<file path="src/rtl/uart_fifo_core.sv">
// Full-duplex UART: shared baud tick, TX/RX first-word-fall-through FIFOs,
// oversampled receiver with per-word parity and framing flags.
`timescale 1ns/1ps

module uart_fifo_buf #(
  parameter int WIDTH = 8,
  parameter int DEPTH = 16
) (
  input  logic                   clk,
  input  logic                   reset,
  input  logic [WIDTH-1:0]       wr_data,
  input  logic                   wr,
  input  logic                   rd,
  output logic [WIDTH-1:0]       rd_data,
  output logic                   full,
  output logic                   empty,
  output logic [$clog2(DEPTH):0] count
);
  localparam int AW = $clog2(DEPTH);

  logic [WIDTH-1:0] mem [DEPTH];
  logic [AW-1:0]    wr_ptr;
  logic [AW-1:0]    rd_ptr;
  logic             do_wr;
  logic             do_rd;

  assign empty   = (count == '0);
  assign full    = (count == (AW+1)'(DEPTH));
  assign do_rd   = rd && !empty;
  // a full buffer still takes a word when one leaves in the same cycle
  assign do_wr   = wr && (!full || do_rd);
  assign rd_data = mem[rd_ptr];

  always_ff @(posedge clk) begin
    if (do_wr) mem[wr_ptr] <= wr_data;
  end

  always_ff @(posedge clk) begin
    if (reset) begin
      wr_ptr <= '0;
      rd_ptr <= '0;
      count  <= '0;
    end else begin
      if (do_wr) wr_ptr <= wr_ptr + 1'b1;
      if (do_rd) rd_ptr <= rd_ptr + 1'b1;
      if (do_wr && !do_rd)      count <= count + 1'b1;
      else if (!do_wr && do_rd) count <= count - 1'b1;
    end
  end
endmodule

module uart_fifo_core #(
  parameter int DATA_WIDTH = 8,
  parameter int FIFO_DEPTH = 16,
  parameter int OVERSAMPLE = 16,
  parameter int DIV_WIDTH  = 16
) (
  input  logic                          clk,
  input  logic                          reset,
  input  logic                          par_en,
  input  logic                          par_type,
  input  logic                          stop2,
  input  logic [DIV_WIDTH-1:0]          baud_div,
  input  logic [DATA_WIDTH-1:0]         tx_data,
  input  logic                          tx_valid,
  output logic                          tx_ready,
  output logic [DATA_WIDTH-1:0]         rx_data,
  output logic                          rx_par_error,
  output logic                          rx_frame_error,
  output logic                          rx_valid,
  input  logic                          rx_ready,
  output logic [$clog2(FIFO_DEPTH):0]   tx_fifo_count,
  output logic [$clog2(FIFO_DEPTH):0]   rx_fifo_count,
  output logic                          overrun,
  output logic                          tx_busy,
  output logic                          tx_ser,
  input  logic                          rx_ser
);
  localparam int OSW = $clog2(OVERSAMPLE);
  localparam int BW  = $clog2(DATA_WIDTH);
  localparam logic [OSW-1:0] OS_LAST = OSW'(OVERSAMPLE - 1);
  localparam logic [OSW-1:0] OS_HALF = OSW'(OVERSAMPLE / 2 - 2);
  localparam logic [BW-1:0]  BIT_LAST = BW'(DATA_WIDTH - 1);

  // IDLE wait | START | DATA lsb first | PARITY optional | STOP 1 or 2 bits
  typedef enum logic [2:0] {S_IDLE, S_START, S_DATA, S_PARITY, S_STOP} state_t;

  logic [DIV_WIDTH-1:0] tick_cnt;
  logic                 tick;

  assign tick = (tick_cnt >= baud_div);

  always_ff @(posedge clk) begin
    if (reset || tick) tick_cnt <= '0;
    else               tick_cnt <= tick_cnt + 1'b1;
  end

  logic [DATA_WIDTH-1:0] tx_head;
  logic                  tx_full, tx_empty, tx_pop;

  uart_fifo_buf #(.WIDTH(DATA_WIDTH), .DEPTH(FIFO_DEPTH)) u_tx_fifo (
    .clk(clk), .reset(reset), .wr_data(tx_data), .wr(tx_valid && tx_ready),
    .rd(tx_pop), .rd_data(tx_head), .full(tx_full), .empty(tx_empty),
    .count(tx_fifo_count)
  );

  assign tx_ready = !tx_full;

  state_t                tx_state, tx_state_n;
  logic [OSW-1:0]        tx_os, tx_os_n;
  logic [BW-1:0]         tx_bit, tx_bit_n;
  logic [DATA_WIDTH-1:0] tx_sh, tx_sh_n;
  logic                  tx_par, tx_par_n, tx_par_en, tx_par_en_n;
  logic                  tx_stop_left, tx_stop_left_n, tx_ser_n;
  logic                  tx_bit_end, tx_load;

  assign tx_bit_end = tick && (tx_os == '0);
  assign tx_busy    = (tx_state != S_IDLE) || !tx_empty;

  always_ff @(posedge clk) begin
    if (reset) begin
      tx_state     <= S_IDLE;
      tx_os        <= '0;
      tx_bit       <= '0;
      tx_sh        <= '0;
      tx_par       <= 1'b0;
      tx_par_en    <= 1'b0;
      tx_stop_left <= 1'b0;
      tx_ser       <= 1'b1;
    end else begin
      tx_state     <= tx_state_n;
      tx_os        <= tx_os_n;
      tx_bit       <= tx_bit_n;
      tx_sh        <= tx_sh_n;
      tx_par       <= tx_par_n;
      tx_par_en    <= tx_par_en_n;
      tx_stop_left <= tx_stop_left_n;
      tx_ser       <= tx_ser_n;
    end
  end

  always_comb begin
    tx_state_n     = tx_state;
    tx_bit_n       = tx_bit;
    tx_sh_n        = tx_sh;
    tx_par_n       = tx_par;
    tx_par_en_n    = tx_par_en;
    tx_stop_left_n = tx_stop_left;
    tx_ser_n       = tx_ser;
    tx_load        = 1'b0;
    tx_pop         = 1'b0;
    tx_os_n        = tx_os;
    if (tick && tx_state != S_IDLE) tx_os_n = (tx_os == '0) ? OS_LAST : tx_os - 1'b1;
    case (tx_state)
      S_IDLE: begin
        tx_ser_n = 1'b1;
        if (tick && !tx_empty) tx_load = 1'b1;
      end
      S_START: if (tx_bit_end) begin
        tx_state_n = S_DATA;
        tx_ser_n   = tx_sh[0];
        tx_bit_n   = BIT_LAST;
      end
      S_DATA: if (tx_bit_end) begin
        if (tx_bit != '0) begin
          tx_sh_n  = tx_sh >> 1;
          tx_ser_n = tx_sh[1];
          tx_bit_n = tx_bit - 1'b1;
        end else if (tx_par_en) begin
          tx_state_n = S_PARITY;
          tx_ser_n   = tx_par;
        end else begin
          tx_state_n = S_STOP;
          tx_ser_n   = 1'b1;
        end
      end
      S_PARITY: if (tx_bit_end) begin
        tx_state_n = S_STOP;
        tx_ser_n   = 1'b1;
      end
      S_STOP: if (tx_bit_end) begin
        if (tx_stop_left)   tx_stop_left_n = 1'b0;
        else if (!tx_empty) tx_load = 1'b1;
        else                tx_state_n = S_IDLE;
      end
      default: tx_state_n = S_IDLE;
    endcase
    // a queued word starts straight out of STOP, so frames run back to back
    if (tx_load) begin
      tx_pop         = 1'b1;
      tx_state_n     = S_START;
      tx_ser_n       = 1'b0;
      tx_os_n        = OS_LAST;
      tx_sh_n        = tx_head;
      tx_par_n       = ^tx_head ^ par_type;
      tx_par_en_n    = par_en;
      tx_stop_left_n = stop2;
    end
  end

  logic rx_meta, rx_s, rx_prev;

  always_ff @(posedge clk) begin
    if (reset) begin
      rx_meta <= 1'b1;
      rx_s    <= 1'b1;
      rx_prev <= 1'b1;
    end else begin
      rx_meta <= rx_ser;
      rx_s    <= rx_meta;
      if (tick) rx_prev <= rx_s;
    end
  end

  state_t                rx_state, rx_state_n;
  logic [OSW-1:0]        rx_os, rx_os_n;
  logic [BW-1:0]         rx_bit, rx_bit_n;
  logic [DATA_WIDTH-1:0] rx_sh, rx_sh_n;
  logic                  rx_par, rx_par_n, rx_par_en, rx_par_en_n, rx_par_type, rx_par_type_n;
  logic                  rx_sample, rx_push, rx_full, rx_empty;
  logic [DATA_WIDTH+1:0] rx_word, rx_head;

  assign rx_sample = tick && (rx_os == '0);
  assign rx_word   = {~rx_s, rx_par_en && (rx_par != (^rx_sh ^ rx_par_type)), rx_sh};

  always_ff @(posedge clk) begin
    if (reset) begin
      rx_state    <= S_IDLE;
      rx_os       <= '0;
      rx_bit      <= '0;
      rx_sh       <= '0;
      rx_par      <= 1'b0;
      rx_par_en   <= 1'b0;
      rx_par_type <= 1'b0;
      overrun     <= 1'b0;
    end else begin
      rx_state    <= rx_state_n;
      rx_os       <= rx_os_n;
      rx_bit      <= rx_bit_n;
      rx_sh       <= rx_sh_n;
      rx_par      <= rx_par_n;
      rx_par_en   <= rx_par_en_n;
      rx_par_type <= rx_par_type_n;
      overrun     <= rx_push && rx_full && !rx_ready;
    end
  end

  always_comb begin
    rx_state_n    = rx_state;
    rx_bit_n      = rx_bit;
    rx_sh_n       = rx_sh;
    rx_par_n      = rx_par;
    rx_par_en_n   = rx_par_en;
    rx_par_type_n = rx_par_type;
    rx_push       = 1'b0;
    rx_os_n       = rx_os;
    if (tick && rx_state != S_IDLE) rx_os_n = (rx_os == '0) ? OS_LAST : rx_os - 1'b1;
    case (rx_state)
      S_IDLE: if (tick && !rx_s && rx_prev) begin
        rx_state_n    = S_START;
        rx_os_n       = OS_HALF;
        rx_par_en_n   = par_en;
        rx_par_type_n = par_type;
      end
      S_START: if (rx_sample) begin
        rx_state_n = rx_s ? S_IDLE : S_DATA;
        rx_bit_n   = BIT_LAST;
      end
      S_DATA: if (rx_sample) begin
        rx_sh_n = {rx_s, rx_sh[DATA_WIDTH-1:1]};
        if (rx_bit != '0)   rx_bit_n = rx_bit - 1'b1;
        else if (rx_par_en) rx_state_n = S_PARITY;
        else                rx_state_n = S_STOP;
      end
      S_PARITY: if (rx_sample) begin
        rx_par_n   = rx_s;
        rx_state_n = S_STOP;
      end
      // back to IDLE mid-stop so the next start edge is caught early
      S_STOP: if (rx_sample) begin
        rx_push    = 1'b1;
        rx_state_n = S_IDLE;
      end
      default: rx_state_n = S_IDLE;
    endcase
  end

  uart_fifo_buf #(.WIDTH(DATA_WIDTH + 2), .DEPTH(FIFO_DEPTH)) u_rx_fifo (
    .clk(clk), .reset(reset), .wr_data(rx_word), .wr(rx_push),
    .rd(rx_ready), .rd_data(rx_head), .full(rx_full), .empty(rx_empty),
    .count(rx_fifo_count)
  );

  assign rx_valid       = !rx_empty;
  assign rx_data        = rx_head[DATA_WIDTH-1:0];
  assign rx_par_error   = rx_head[DATA_WIDTH];
  assign rx_frame_error = rx_head[DATA_WIDTH+1];
endmodule
</file>
<file path="config.mk">
export PLATFORM = sky130hd
export DESIGN_NAME = uart_fifo_core
export DESIGN_NICKNAME = d
export VERILOG_FILES = /design/src/rtl/uart_fifo_core.sv
export SDC_FILE = /design/constraint.sdc
export NUM_CORES = 1
export LEC_CHECK = 0
export ABC_AREA = 1
export CAP_MARGIN = 25
export CORE_UTILIZATION = 38
export DETAILED_ROUTE_END_ITERATION = 8
export PLACE_DENSITY = 0.62
export SYNTH_ARGS = -nofsm -noshare
export SYNTH_HDL_FRONTEND = slang
export SYNTH_SLANG_ARGS = --single-unit
</file>
<file path="constraint.sdc">
create_clock -name clk -period 4.4 [get_ports clk]
set_input_delay 0.66 -clock clk [delete_from_list [all_inputs] [get_ports clk]]
set_output_delay 0.66 -clock clk [all_outputs]
set_load 0.01 [all_outputs]
</file>
==> images/pinout.png <==
Drawn at 2 px/um. Pins as bars across the die edge, other pins in grey.
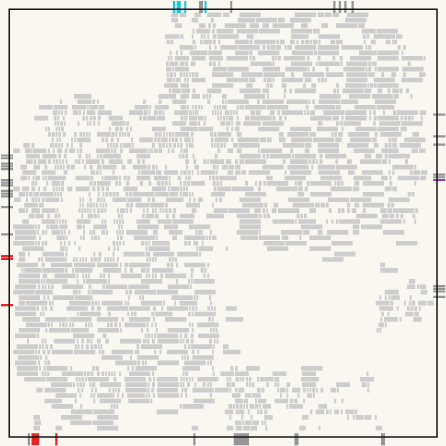
legend:
  cyan:
    port: rx_fifo_count
    pins: 5
    direction: output
    edge: top
  purple:
    port: rx_par_error
    pins: 1
    direction: output
    edge: right
  red:
    port: tx_data
    pins: 8
    direction: input
    edge: 5 bottom, 3 left
all pins by edge: 19 bottom, 16 left, 12 top, 10 right

==> images/sizing.png <==
Drawn at 2 px/um.
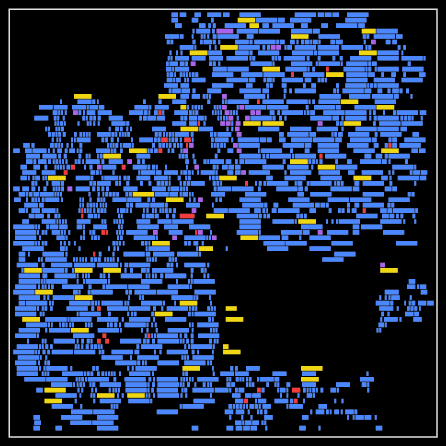
legend:
  blue:
    size: x1 and smaller
    cells: 1,627
    share: 93%
  purple:
    size: x3 and x4
    cells: 37
    share: 2.1%
  red:
    size: x2
    cells: 32
    share: 1.8%
  yellow:
    size: x6 and larger
    cells: 54
    share: 3.1%
Repair and plain buffers: 90
layout overhead on the synthesized area: 15.8%

-- Yosys cell counts (5+ instances only) --
master and instances:
buf_1 5, ha_1 42, nand4_1 7, nor3_1 12, o21ai_0 122, dfxtp_1 97
a31oi_1 8, edfxtp_1 288, nand2_2 7, nor2_1 124, inv_2 7, xor2_1 13
buf_2 22, o21ai_1 8, xnor2_1 9, inv_1 199, clkbuf_1 32, or2_2 5
o211ai_1 49, buf_6 5, nand3_1 117, nand2_1 289, mux2i_1 40, a21oi_1 111
-- logic make-up (layout without fill, tap and decap cells) --
kind of cell    count (synthesis)  after routing  share of synthesized area
simple gates                  571            571                      0.141
compound gates                311            311                      0.102
fa+ha+maj                      44             44                     0.0334
buf+inv                       271            377                     0.0639
flops                         385            385                      0.625
xor+xnor                       22             22                     0.0114
mux                            40             40                     0.0236
==> flow_summary_export.csv <==
group,metric,value,unit
synthesis,area_leaders,"edfxtp_1 51%, dfxtp_1 11%, nand2_1 6.4%, inv_1 4.4%, o21ai_0 3.6%",
pwr,comb_power,1420,uW
layout,clockNetworkAreaShare,0.0713,
clock_network,hold_buffers,0,
layout,final_cells,2342,
timing,skew,18.2,ps
synthesis,ys_warn_count,0,
timing,fin_setup_tns,0,ps
layout,nonClkBufAreaFrac,0.0428,
layout,biggestRegsByFlops,"u_rx_fifo.mem: 160 flops, u_tx_fifo.mem: 128 flops, tick_cnt: 16 flops",
global_route,grt_pass1_vias,11500,
clock_network,cts.repair.resized,0,
floorplan,die.size.y,213,um
pwr,internal_power,6670,uW
global_route,grt_usage,0.169,
layout,logic_area,5270,um^2
clock_network,cts-buffers-inserted,43,
outcome,violations,"DRC",
worst_hold_path,hp-class,"reg -> reg",
layout,flops,385,
global_route,grt_pass1_wl,59700,um
worst_setup_path,worstSetupStartpoint,"baud_div[1]",
timing,tightestPinTransition,1030,ps
floorplan,taps,592,
synthesis,async_flop_share,0,
route,drc,2,
route,maxUsedRoutingLayer,"met4",
layout,nMultiInputCombCells,988,
clock_network,cts_root_buf,"clkbuf_16",
place,hpwl,23300,um
layout,inv_count,207,
global_route,met1_usage,0.211,
clock_network,cts_buffer_depth,3,
clock_network,cts_tree,"yes",
timing,max_freq,275,MHz
place,post-place-ws,165,ps
worst_hold_path,holdPathStages,1,
place,placedCellCount,2261,
synthesis,syn_area,16900,um^2
worst_setup_path,cpLargestDelayFamily,"simple AND/OR/NAND/NOR gates",
pwr,total_power,9060,uW
pwr,p_leak,0.00751,uW
timing,slew_headroom,0.311,
worst_hold_path,worstHoldStart,"rx_meta",
worst_setup_path,r2r_setup_slack,1030,ps
timing,setup_ws,764,ps
place,port_buffers,56,
worst_setup_path,slowest_stage,"clkdlybuf4s50_1",
layout,regMostFlops,"u_rx_fifo.mem",
clock_network,clk_pin_slew,60,ps
floorplan,coreArea,44100,um^2
synthesis,synth_top_cell_by_area,"edfxtp_1",
worst_setup_path,crit_top_cell,"nand2_1",
worst_setup_path,endpoint,"u_rx_fifo.count[4]",
global_route,top_usage_layer,"met2",
timing,whs,409,ps
pwr,switching_power,2390,uW
global_route,grt_util_met3,0.0340,
pwr,maxPowerGroup,"registers",
synthesis,synth_top_area_share,0.510,
synthesis,yosys_area,16900,um^2
route,vias,11500,
layout,register_area,10600,um^2
worst_setup_path,path_max_fanout,7,
outcome,status,"finished with violations",
layout,n_antenna_cell,0,
floorplan,chip_area,45400,um^2
worst_setup_path,r2r-end,"u_rx_fifo.count[4]",
route,viasPerCell,4.91,
layout,fill_cells,4133,
worst_setup_path,r2r_cells,23,
synthesis,ys_cells,1644,
layout,seq-cell-share,0.540,
floorplan,num_io_pins,57,
pwr,p_sw_frac,0.263,
synthesis,syn-num-nets,1720,
route,routedLengthMet1,16300,um
worst_setup_path,critPathLaunchType,"primary input",
worst_setup_path,worstPathRequired,4840,ps
pwr,power_density,462,nW/um^2
job,cap_violations,0,
route,wl_met2,17800,um
worst_setup_path,crit_path_max_incr_delay,450,ps
place,place_congestion,0.812,
worst_setup_path,crit_arrival,4080,ps
synthesis,edf_count,288,
floorplan,dieWidth,213,um
worst_hold_path,min_to,"rx_s",
worst_setup_path,cp_num_cells,25,
synthesis,synth_seq_share,0.625,
floorplan,fp_util,0.384,
route,drtPass1Iterations,9,
synthesis,avgSynthCellArea,10.3,um^2
synthesis,netlist_instances,1644,
pwr,p_clk_frac,0.391,
layout,final_cell_mix,"289 x nand2_1, 288 x edfxtp_1, 199 x inv_1",
route,drt_iter0_markers,738,
clock_network,clk_latency,560,ps
layout,fin_util,0.445,
floorplan,num_rows,77,
global_route,antenna_found_initial,0,
No activity file was given, so power comes from the tool's default toggle rates.
